[config.mk]
export PLATFORM = sky130hd
export DESIGN_NAME = nvdla_dbb_rd_bridge
export DESIGN_NICKNAME = d
export VERILOG_FILES = /design/src/rtl/nvdla_dbb_rd_bridge.sv
export SDC_FILE = /design/constraint.sdc
export NUM_CORES = 1
export LEC_CHECK = 0
export ABC_AREA = 1
export CAP_MARGIN = 20
export CORE_UTILIZATION = 50
export DETAILED_ROUTE_END_ITERATION = 10
export GPL_TIMING_DRIVEN = 0
export PLACE_DENSITY = 0.88
export SLEW_MARGIN = 20
export SYNTH_ARGS = -nofsm -noshare
export SYNTH_HDL_FRONTEND = slang
export SYNTH_SLANG_ARGS = --single-unit
[constraint.sdc]
create_clock -name clk_i -period 15.3 [get_ports clk_i]
set_input_delay 3.06 -clock clk_i [delete_from_list [all_inputs] [get_ports clk_i]]
set_output_delay 3.06 -clock clk_i [all_outputs]
set_load 0.02 [all_outputs]
[src/rtl/nvdla_dbb_rd_bridge.sv]
// NVDLA DBB read-channel to HWPE TCDM bridge: one burst at a time, one TCDM word read per beat.
// Define NVDLA_DBB_RD_PERF_EN to build the rsp back-pressure stall counter on perf_stall_cnt_o.
module nvdla_dbb_rd_bridge #(
  parameter int unsigned RSP_FIFO_DEPTH = 4,
  parameter int unsigned ID_WIDTH       = 8
) (
  input  logic                clk_i,
  input  logic                rst_i,
  input  logic                clear_i,
  input  logic                rd_req_valid_i,
  output logic                rd_req_ready_o,
  input  logic [31:0]         rd_req_addr_i,
  input  logic [3:0]          rd_req_len_i,
  input  logic [ID_WIDTH-1:0] rd_req_id_i,
  output logic                tcdm_req_o,
  input  logic                tcdm_gnt_i,
  output logic [31:0]         tcdm_add_o,
  input  logic                tcdm_r_valid_i,
  input  logic [31:0]         tcdm_r_data_i,
  output logic                rd_rsp_valid_o,
  input  logic                rd_rsp_ready_i,
  output logic [31:0]         rd_rsp_data_o,
  output logic                rd_rsp_last_o,
  output logic [ID_WIDTH-1:0] rd_rsp_id_o,
  output logic                busy_o,
  output logic [31:0]         perf_stall_cnt_o
);

  localparam int unsigned PtrW = $clog2(RSP_FIFO_DEPTH);
  localparam int unsigned CntW = PtrW + 1;

  typedef enum logic [1:0] {StIdle, StIssue, StDrain} state_e;

  state_e              r_state, w_state_d;
  logic [31:0]         r_base;
  logic [3:0]          r_len;
  logic [ID_WIDTH-1:0] r_id;
  logic [4:0]          r_issue_cnt;
  logic [3:0]          r_pop_cnt;
  logic [CntW-1:0]     r_outstanding;
  logic [CntW-1:0]     r_count;
  logic [PtrW-1:0]     r_wptr;
  logic [PtrW-1:0]     r_rptr;
  logic [31:0]         r_mem [RSP_FIFO_DEPTH];

  logic [CntW:0]       w_used;
  logic                w_req;
  logic                w_grant;
  logic                w_empty;
  logic                w_full;
  logic                w_push;
  logic                w_pop;
  logic                w_last;
  logic                w_ready;
  logic                w_accept;

  // Credit = free FIFO slots not already promised to an in-flight read.
  assign w_used   = {1'b0, r_count} + {1'b0, r_outstanding};
  assign w_req    = (r_state == StIssue) && (w_used < (CntW + 1)'(RSP_FIFO_DEPTH));
  assign w_grant  = w_req && tcdm_gnt_i;
  assign w_empty  = (r_count == '0);
  assign w_full   = (r_count == CntW'(RSP_FIFO_DEPTH));
  // Responses seen in IDLE belong to a cleared burst and are discarded.
  assign w_push   = tcdm_r_valid_i && (r_state != StIdle) && !clear_i;
  assign w_pop    = !w_empty && rd_rsp_ready_i && !clear_i;
  assign w_last   = (r_pop_cnt == r_len);
  assign w_ready  = (r_state == StIdle) && (r_outstanding == '0) && !clear_i && !rst_i;
  assign w_accept = rd_req_valid_i && w_ready;

  always_comb begin
    w_state_d = r_state;
    unique case (r_state)
      StIdle:  if (w_accept) w_state_d = StIssue;
      StIssue: if (w_grant && (r_issue_cnt == {1'b0, r_len})) w_state_d = StDrain;
      StDrain: if (w_pop && w_last) w_state_d = StIdle;
      default: w_state_d = StIdle;
    endcase
    if (clear_i) w_state_d = StIdle;
  end

  always_ff @(posedge clk_i or posedge rst_i) begin
    if (rst_i) begin
      r_state <= StIdle;
      r_base  <= '0;
      r_len   <= '0;
      r_id    <= '0;
    end else begin
      r_state <= w_state_d;
      if (w_accept) begin
        r_base <= rd_req_addr_i & ~32'h3;
        r_len  <= rd_req_len_i;
        r_id   <= rd_req_id_i;
      end
    end
  end

  always_ff @(posedge clk_i or posedge rst_i) begin
    if (rst_i) begin
      r_issue_cnt <= '0;
      r_pop_cnt   <= '0;
    end else if (clear_i || w_accept) begin
      r_issue_cnt <= '0;
      r_pop_cnt   <= '0;
    end else begin
      if (w_grant) r_issue_cnt <= r_issue_cnt + 5'd1;
      if (w_pop)   r_pop_cnt   <= r_pop_cnt + 4'd1;
    end
  end

  // Outstanding survives clear so late responses can still be counted off.
  always_ff @(posedge clk_i or posedge rst_i) begin
    if (rst_i) begin
      r_outstanding <= '0;
    end else begin
      unique case ({w_grant, tcdm_r_valid_i})
        2'b10:   r_outstanding <= r_outstanding + CntW'(1);
        2'b01:   r_outstanding <= r_outstanding - CntW'(1);
        default: r_outstanding <= r_outstanding;
      endcase
    end
  end

  always_ff @(posedge clk_i or posedge rst_i) begin
    if (rst_i) begin
      r_wptr  <= '0;
      r_rptr  <= '0;
      r_count <= '0;
      for (int i = 0; i < RSP_FIFO_DEPTH; i++) r_mem[i] <= '0;
    end else if (clear_i) begin
      r_wptr  <= '0;
      r_rptr  <= '0;
      r_count <= '0;
    end else begin
      if (w_push) begin
        r_mem[r_wptr] <= tcdm_r_data_i;
        r_wptr        <= r_wptr + PtrW'(1);
      end
      if (w_pop) r_rptr <= r_rptr + PtrW'(1);
      unique case ({w_push, w_pop})
        2'b10:   r_count <= r_count + CntW'(1);
        2'b01:   r_count <= r_count - CntW'(1);
        default: r_count <= r_count;
      endcase
    end
  end

  assign rd_req_ready_o = w_ready;
  assign tcdm_req_o     = w_req;
  assign tcdm_add_o     = r_base + (32'(r_issue_cnt) << 2);
  assign rd_rsp_valid_o = !w_empty;
  assign rd_rsp_data_o  = w_empty ? 32'h0 : r_mem[r_rptr];
  assign rd_rsp_last_o  = !w_empty && w_last;
  assign rd_rsp_id_o    = r_id;
  assign busy_o         = (r_state != StIdle) || (r_outstanding != '0);

`ifdef NVDLA_DBB_RD_PERF_EN
  logic [31:0] r_stall_cnt;

  always_ff @(posedge clk_i or posedge rst_i) begin
    if (rst_i) begin
      r_stall_cnt <= '0;
    end else if (clear_i) begin
      r_stall_cnt <= '0;
    end else if (!w_empty && !rd_rsp_ready_i && (r_stall_cnt != 32'hFFFF_FFFF)) begin
      r_stall_cnt <= r_stall_cnt + 32'd1;
    end
  end

  assign perf_stall_cnt_o = r_stall_cnt;
`else
  assign perf_stall_cnt_o = 32'h0;
`endif

  // Credit accounting must keep a response from ever landing on a full FIFO.
  a_no_overflow: assert property (@(posedge clk_i) disable iff (rst_i)
    !(tcdm_r_valid_i && w_full))
    else $error("response pushed into full FIFO");

endmodule

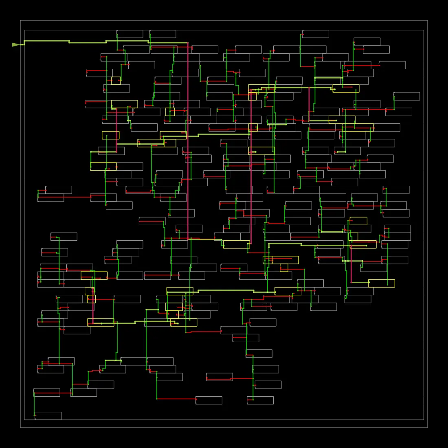
**Above:** clock wiring as the flow saved it.
P_clk: 0.000453 W
later-pin clock latency in the skew report: 450 ps
# clock sinks: 191

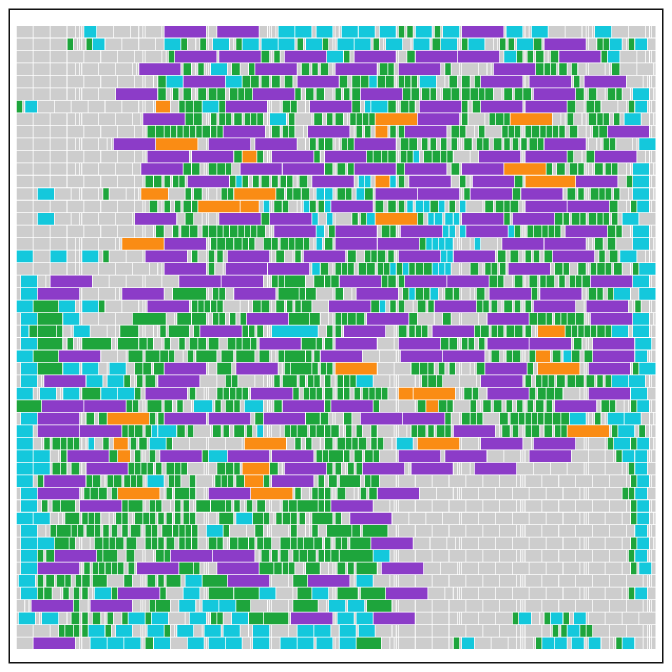
**Above:** placement by cell class.
Fill, decap, tap and diode cells in gray.
clock drivers and dummy loads -> orange  # cells 32, share of their area 5.0%
other buffers and delay cells -> cyan  # cells 245, share of their area 17%
flops -> purple  # cells 191, share of their area 39%
combinational and other logic -> green  # cells 978, share of their area 38%
Core Region: 19000 um^2
Final Instance Area: 12400 um^2
row count: 50
Seq area share: 38.4%
final core utilization: 65.6%

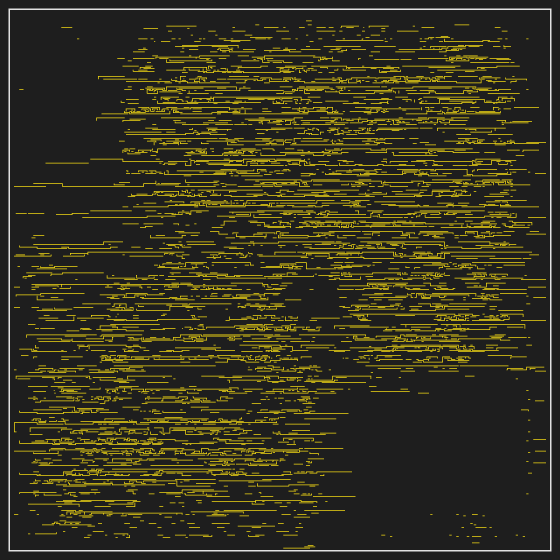
**Above:** met1 routing.
share of all routed wire = 41%
main direction = horizontal
longest straight run = 42.3 um
met1 Track Usage GR: 34.6%
vias after detailed routing: 9050
Post-Route WL: 26300 um

==> run summary <==
fresh numbers from the pnr run: outcome=finished, final reports clean, most frequent CP cell=clkdlybuf4s50_1, Die Ht=approximately 140 um, chip area=slightly above 20000 um^2, Pre-Repair DR Iteration Count=5, CP Buf/Inv Count=2, P_comb=roughly 0.00081 W, routing usage on met3=roughly 6.5%, P per Cell Area=~160 nW/um^2, Flops=around 190, Final clock-cell share=just under 5%, Final WS setup=7780 ps, most frequent cells in the layout=252 x nand2_1, 203 x o21ai_0, 193 x nor2_1, total gr overflow=0, Top-area cell share=between 40% and 50%, Non-clk bufs=between 200 and 250, vias per inst=~5.3, Total GRT Usage=between 20% and 30%, MI comb cells=approximately 900, CTS tree=yes, Worst Setup Slack post-DPL=between 7000 and 8000 ps, Crit path depth=3, Yosys warning count=0, Mux area share=between 2 and 3%, Cell Area, Placed=~12000 um^2, vias in the first global route=around 9000, Comb pwr share=roughly two fifths, Worst EP arrival=4460 ps, Fill cells=1510, largest net degree at the start of global routing=101, Commonest cells post-synth=252 x nand2_1, 203 x o21ai_0, 193 x nor2_1, Top reg by flops=r_mem, Seq pwr share=34.9%, Reg area=about 4800 um^2, Clk network pwr share=23.3%, post-synth top area cell=dfrtp_1, IO Pins=192, combinational gate area=roughly 4300 um^2, Pint=~0.0012 W, final total power=a little under 0.002 W, clock skew=approximately 16 ps, XOR Share, Synth=~2.6%, Top non-seq family=simple AND/OR/NAND/NOR gates, Critical Path RT=approximately 12000 ps, reg2reg end=r_outstanding[2], hold path depth=2, metal2 WL=12800 um, Top Consumer=combinational logic, P&R area growth vs syn=26.8%, dpl hpwl=18700 um, Yosys chip area=roughly 9800 um^2, max reg flops=128, Max stage delay cell, worst path=clkdlybuf4s50_1, Signal buf overhead=16.7%, Worst Setup SP=rst_i, CTS Hold Bufs=0, EDFF count, synth=0, RePlAce Congestion=0.943, clock-pin slew on the worst setup and hold paths=70 ps, cell count in the Yosys report=1226, Detail Route met3 WL=about 2100 um, Non-CTS inverters=~100, layout cells sized above 1=about 8%, Pre-Place Util=around half, Switching Fraction=~40%, Seq/Total Area, Yosys=just under 50%, clock buffer depth=2, Wirelength per Cell=15.4 um, Tcrit/Tclk final=49.2%, Setup TNS=0 ps, Tightest Pin Transition=699 ps, Seq group=roughly 0.00068 W, FMAX=~0.13 GHz, post_cts resized=0, CTS root buffer=clkbuf_16, Critical Path Source Type=input pin, Main synth FF type=dfrtp_1, top fanout value on the critical path=3, Tapcell Cnt=roughly 260, n_diodes=0, multi-input logic portion of the cell area=between 30% and 40%, top cells by area=dfrtp_1 49%, o21ai_0 10%, nand2_1 9.6%, final hold slack=~480 ps, worst setup path end=rd_req_ready_o, family with the most delay on the worst path=buffers and inverters, Switching Power=between 0.0007 and 0.0008 W, Most Used Layer, Global Route=met2, Post-synth regs=~190, warning total across the stage logs=34, count leader, synth=nand2_1, async set-reset flop share out of synthesis=100%, max layer used=met4, Cell Type Count=30, mean post-synth cell area=between 8 and 9 um^2, die width=142 um, H-tree depth=4, Inserted Clock Buffers=17, worst-case reg-to-reg path depth=11, Max IR drop VDD=between 100 and 150 uV, grt met2 use=44.6%, Adder Share, Synth=under 10%, Period minus WS final=7520 ps, Top class by area=sequential cells, Leak=about 6.0 nW, hold path startpoint=r_mem[84], Buffers on Ports=roughly 150, Basic Gates by Area=roughly a fifth, RR Startpoint=r_count[1], final setup vio count=0, aoi share=between 10% and 20%, most numerous logic cell after layout=nand2_1, initial DRC count=819, r2r setup slk=between 10000 and 15000 ps, relative slew slack=between 50% and 60%, Net count, final=approximately 1500, initial antenna violation count=0, post-route DRC violation count=0, clkbuf count=17, Routed Antenna Nets=0, Max stage delay on crit path=about 640 ps, Slew Viols, Final=0, Hold Path Class=register to register, RSZ-0062 raised after global routing=no, end of the worst hold path=r_mem[84], Syn Inst Count=between 1000 and 1500, MaxCap Viol Count=0, first-pass GRT wire length=43100 um, crit path kind=input pin to primary output, Finished Layout Cells=roughly 1700, DP Cell Count=1674, M1 wire length=roughly 11000 um, cell-by-cell trace of the critical path=clkdlybuf4s50_1 -> nor3_1 -> clkdlybuf4s50_1, postcts setup bufs=0, final hold violation count=0, Post-Syn Area=roughly 10000 um^2
Power and IR drop assume default switching activity.
